==> run_1/placement_by_type.png <==
Fill, decap, tap and diode cells in gray.
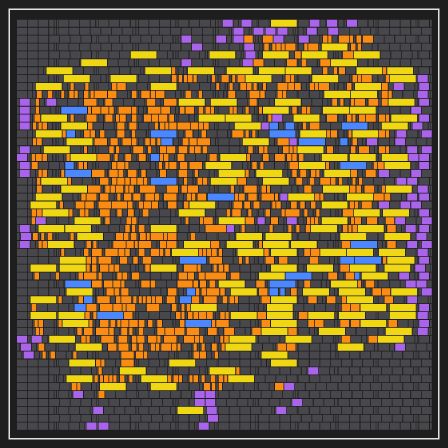
==> run_1/metal_density.png <==
The bar under the picture is 50 microns long. 29 x 29 tiles, from black (low) to pale yellow (high), scaled to the fullest tile. Values are wire area over tile area, all layers added.
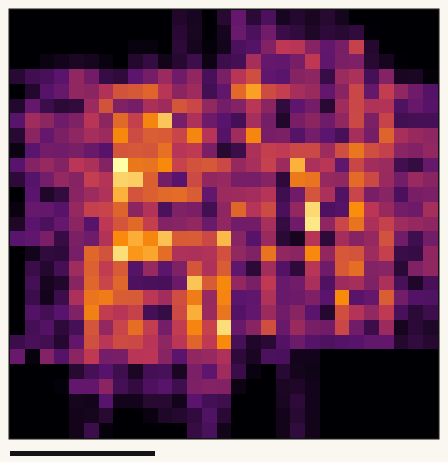
==> run_1/detail.png <==
The bar under the picture is 20 microns long. Window x 12 to 62, y 12 to 62 microns. Cells in gray, sequential cells in the stronger gray; small squares are vias.
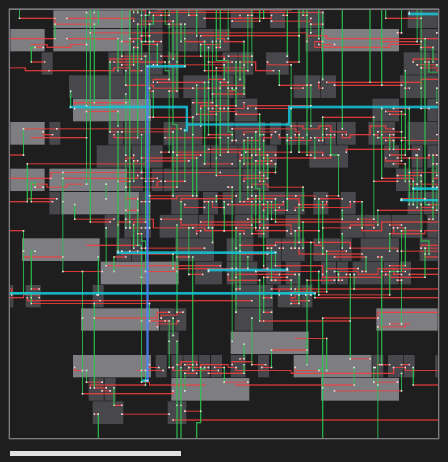
Design qdiv_hs, sky130hd; sources not shown.
==> results_dict.tcl, run 1 <==
# collected from the flow reports
set metrics [dict create \
    synthCells 854 \
    ff_type "dfrtp_1" \
    powerDensity_nw_per_um2 610 \
    pre_cts_slack_ns 2.62 \
    drt-pass1-iter-count 4 \
    min_delay_path_depth 2 \
    dpl.hpwl_microns 13500 \
    synth-simple-area-share_pct 14.0 \
    clock_path_buffers 2 \
    async_flop_share_pct 100 \
    peakVddDrop_mv 0.254 \
    synthAdderAreaFrac_pct 5.26 \
    diodes 0 \
    synthTopLogicFamily "AND-OR/OR-AND gates" \
    crit_path_end_kind "flop" \
    seq_area_sq_um 3930 \
    drc 0 \
    synth_top_cell_by_area "dfrtp_1" \
    finalMaxSlewViolations 0 \
    die_x_microns 147 \
    nets 1038 \
    xor_area_share_pct 2.66 \
    ys_cells 854 \
    status "completed" \
    ant_nets 0 \
    clock.fmax_ghz 0.289 \
    topCellsByArea "dfrtp_1, nand2_1, o21ai_0" \
    drive_above_1_share_pct 6.32 \
    cts_root_buf "clkbuf_16" \
    syn_nets 956 \
    ys.flops 157 \
    period_used_pct 54.1 \
    cp.required_ns 6.70 \
    ys_seq_share_pct 47.8 \
    area_delta_synth_final_pct 21.7 \
    ys_sh_aoi_pct 20.7 \
    setup_viol 0 \
    dpl.cell_count 1187 \
]
Notes on placement_by_type.png above:
Yellow stands for flops, cells 157. Purple stands for other buffers and delay cells, cells 109. Orange stands for combinational and other logic, cells 651. Blue stands for clock drivers and dummy loads, cells 32.
row count: 52
fin area: 10,000 sq um
sequential share of cell area: 39.3%
core box area: 20,200 sq um
post-layout util: 49.5%

Notes on metal_density.png above:
The emptiest ninth of the die: bottom right. The mean over all tiles is 0.14. 18% of the tiles are over half the peak. The fullest tile reaches 0.50. 18% of the tiles are nearly empty.
Vias: 6,585
WL final: 19,900 microns
WL per Instance: 16.3 microns
GRT Total Usage: 19.0%

Notes on detail.png above:
Green stands for metal 2. Red stands for metal 1. Blue stands for metal 4. Cyan stands for metal 3.
140 logic cells have their middle in the window. Most frequent: nand2_1 (17), a21oi_1 (15), dfrtp_1 (15). Sequential cells in the window: 15.

==> run 1: critical path: stages (launching register included) <==
cell and delay, ns:
dfrtp_1 0.40, ha_1 0.38, a21o_1 0.21, a21oi_1 0.23, o22ai_1 0.16, or3_1 0.36, o211ai_2 0.18, and3b_1 0.60
nor2_8 0.20, nand2_1 0.46, o21ai_1 0.15
==> run 1: routing by layer <==
layer | vias to the layer above | track usage (%) | wire, microns
met2 | 171 | 29.2 | 9060
met3 | 23 | 4.26 | 1030
li1 | 3234 | - | -
met5 | - | 0 | 0
met1 | 3157 | 27.1 | 9460
met4 | 0 | 5.34 | 303
==> run 1: cell usage after synthesis (all sizes together) (5+ instances only) <==
cell type and count:
xor2 14, ha 33, a22o 17, o22ai 11, buf 10, nor3 8, nand2 141, mux2i 41
nor2b 9, o22a 20, a22oi 5, nor2 20, o21a 5, o31ai 5, nand4 10, clkbuf 36
dfrtp 156, inv 41, nand3 13, xnor2 11, a31oi 5, a32oi 9, a21oi 44, nor4 21
o21ai 105, a21o 13
==> run 1: cells by family (layout without fill, tap and decap cells) <==
| logic type | after synthesis | after routing |
|---|---|---|
| muxes | 41 | 41 |
| buffers and inverters | 87 | 182 |
| adders and majority gates | 34 | 34 |
| xor gates and xnor gates | 25 | 25 |
| DFF | 157 | 157 |
| and+or+nand+nor | 245 | 245 |
| AOI/OAI and AO/OA | 265 | 265 |
==> run 1: layout make-up <==
cell class	count	area share, %
timing repair buffer	109	10.8
tap	270	3.38
sequential	157	39.3
inverter	41	1.59
multi-input combinational	610	39.4
clock buffer	18	4.39
clock inverter	14	1.21
==> run 1: through the flow <==
step	utilization (%)	cell area [sq um]	hold WS [ns]	total power, mW
finish	49.5	10000	0.483	6.11
floorplan	-	8220	0.442	4.40
detailed placement	46.7	9450	0.471	5.13
global placement	46.7	9450	0.458	5.06
CTS	49.5	10000	0.485	6.12
global route	49.5	10000	0.509	6.66
==> run 1: power breakdown <==
part           internal (mW)  leakage (nW)  switching [mW]
registers               1.45          1.97           0.330
clock network          0.521         0.278           0.452
logic                   1.44          2.29            1.91
total                   3.42          4.54            2.69
--- run 2 (diff from run 1) ---
--- a/config.mk
+++ b/config.mk
@@ -11,7 +11,7 @@
 export DETAILED_ROUTE_END_ITERATION = 7
 export GPL_ROUTABILITY_DRIVEN = 0
 export HOLD_SLACK_MARGIN = 0.02
-export PLACE_DENSITY = 0.65
+export PLACE_DENSITY = 0.67
 export SETUP_SLACK_MARGIN = 0.1
 export SLEW_MARGIN = 20
 export SYNTH_ARGS = -nofsm -noshare
==> constraint.sdc (replaced) <==
create_clock -name clk -period 3.1 [get_ports clk]
set_input_delay 0.465 -clock clk [delete_from_list [all_inputs] [get_ports clk]]
set_output_delay 0.465 -clock clk [all_outputs]
set_load 0.02 [all_outputs]
==> run 2 against run 1 <==
Effect of this change: clock-buffer cell count shrank 1; largest cell class unchanged; combinational power grew 130%; synthesized area stayed put.
==> results_dict.tcl, run 2 <==
# collected from the flow reports
set metrics [dict create \
    setup_viol 0 \
    crit_path_end_kind "flop" \
    ys.flops 157 \
    ys_top_cells_by_count "dfrtp_1, nand2_1, o21ai_0" \
    dpl.hpwl_microns 14000 \
    clock_path_buffers 2 \
    ys_cells 854 \
    grt.met2_usage_pct 31.0 \
    nets 1059 \
    die_x_microns 147 \
    ant_nets 0 \
    ff_type "dfrtp_1" \
    powerDensity_nw_per_um2 1320 \
    drt-pass1-iter-count 5 \
    total_power_mw 13.6 \
    cts_root_buf "clkbuf_16" \
    drive_above_1_share_pct 9.91 \
    syn_nets 956 \
    period_used_pct 92.6 \
    async_flop_share_pct 100 \
    grt.busiest_layer "met2" \
    dpl.cell_count 1198 \
    status "completed" \
    drt-total-wl_microns 20700 \
    diodes 0 \
]
==> run 2: cell counts after synthesis <==
Identical to the previous run, type by type.
==> run 2: area by class of cell <==
class	instances	area, sq um	area share (%)
inverters	41	158	1.52
clock inverters	14	173	1.67
clock buffers	17	425	4.11
well taps	270	338	3.27
flip-flops and latches	157	3930	38.0
multi-input cells	612	4060	39.2
repair buffers	128	1260	12.2
==> run 2: worst max-delay path, cell delays in order (launching register included) <==
cell	delay, ns
dfrtp_1	0.43
ha_1	0.37
nand2_1	0.17
nor2_1	0.11
o2bb2ai_1	0.17
a311o_1	0.39
o2111ai_2	0.29
a21oi_1	0.19
or4_1	0.48
nand3_1	0.09
a21oi_1	0.06
==> run 2: logic make-up after synthesis <==
| group | after synthesis | synth area share (%) |
|---|---|---|
| compound gates | 265 | 20.7 |
| simple gates | 245 | 14.0 |
| flops | 157 | 47.8 |
| buf+inv | 87 | 4.55 |
| mux | 41 | 4.99 |
| fa+ha+maj | 34 | 5.26 |
| xor+xnor | 25 | 2.66 |
==> run 2: per-layer routing <==
| metal | up-vias | share of wire (%) |
|---|---|---|
| met4 | 0 | 1.4 |
| met1 | 3245 | 46 |
| li1 | 3295 | - |
| met3 | 32 | 5.1 |
| met2 | 199 | 47 |
| met5 | - | 0 |
==> run 2: report_power, final <==
group | internal [mW] | switching (mW)
sequential | 2.99 | 0.683
clock | 1.22 | 0.936
combinational | 3.52 | 4.25
==> run 2: what timing repair did <==
item	4_1_cts	5_1_grt
resized	2	21
setup buffers	0	8
gates cloned	0	2
pin swaps	0	4
endpoints found under the setup margin	1	30
hold buffers	0	0
==> run_2/metal_density.png <==
The bar under the picture is 50 microns long. 29 x 29 tiles, from black (low) to pale yellow (high), scaled to the fullest tile. Values are wire area over tile area, all layers added.
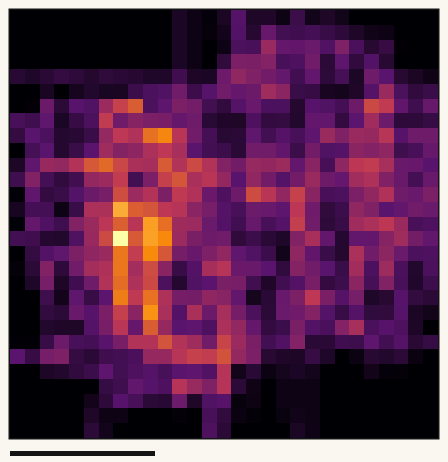
The mean over all tiles is 0.15. 6.2% of the tiles are over half the peak. The fullest tile reaches 0.70. 20% of the tiles are nearly empty.
GRT Total Usage: 19.1%
WL per Instance: 16.7 microns

==> run_2/flops_by_reg.png <==
Other sequential cells in the stronger gray, the rest of the logic in the fainter gray.
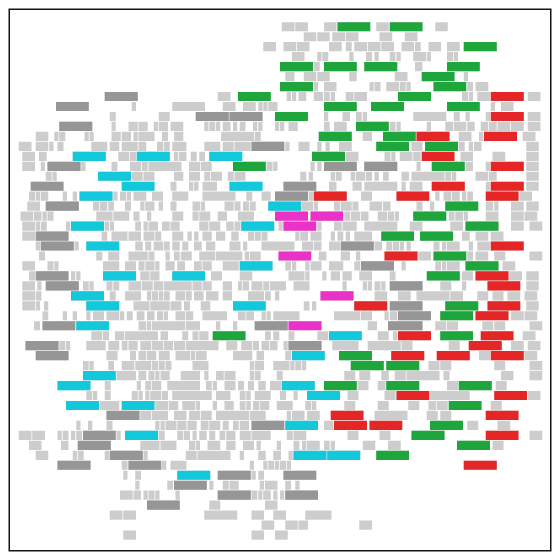
Red stands for `quotient`, sequential cells 32. Green stands for `r_nq`, sequential cells 47. Cyan stands for `r_rem`, sequential cells 31. Magenta stands for `r_cnt`, sequential cells 6, where middle.
Another 41 sequential cells are not colored.
Sequential cell area: 3930 sq um
sequential share of cell area: 38.0%
seq pwr: 3.68 mW
post-layout util: 51.1%

Power figures rest on the tool's default switching activity, not on a simulated workload.
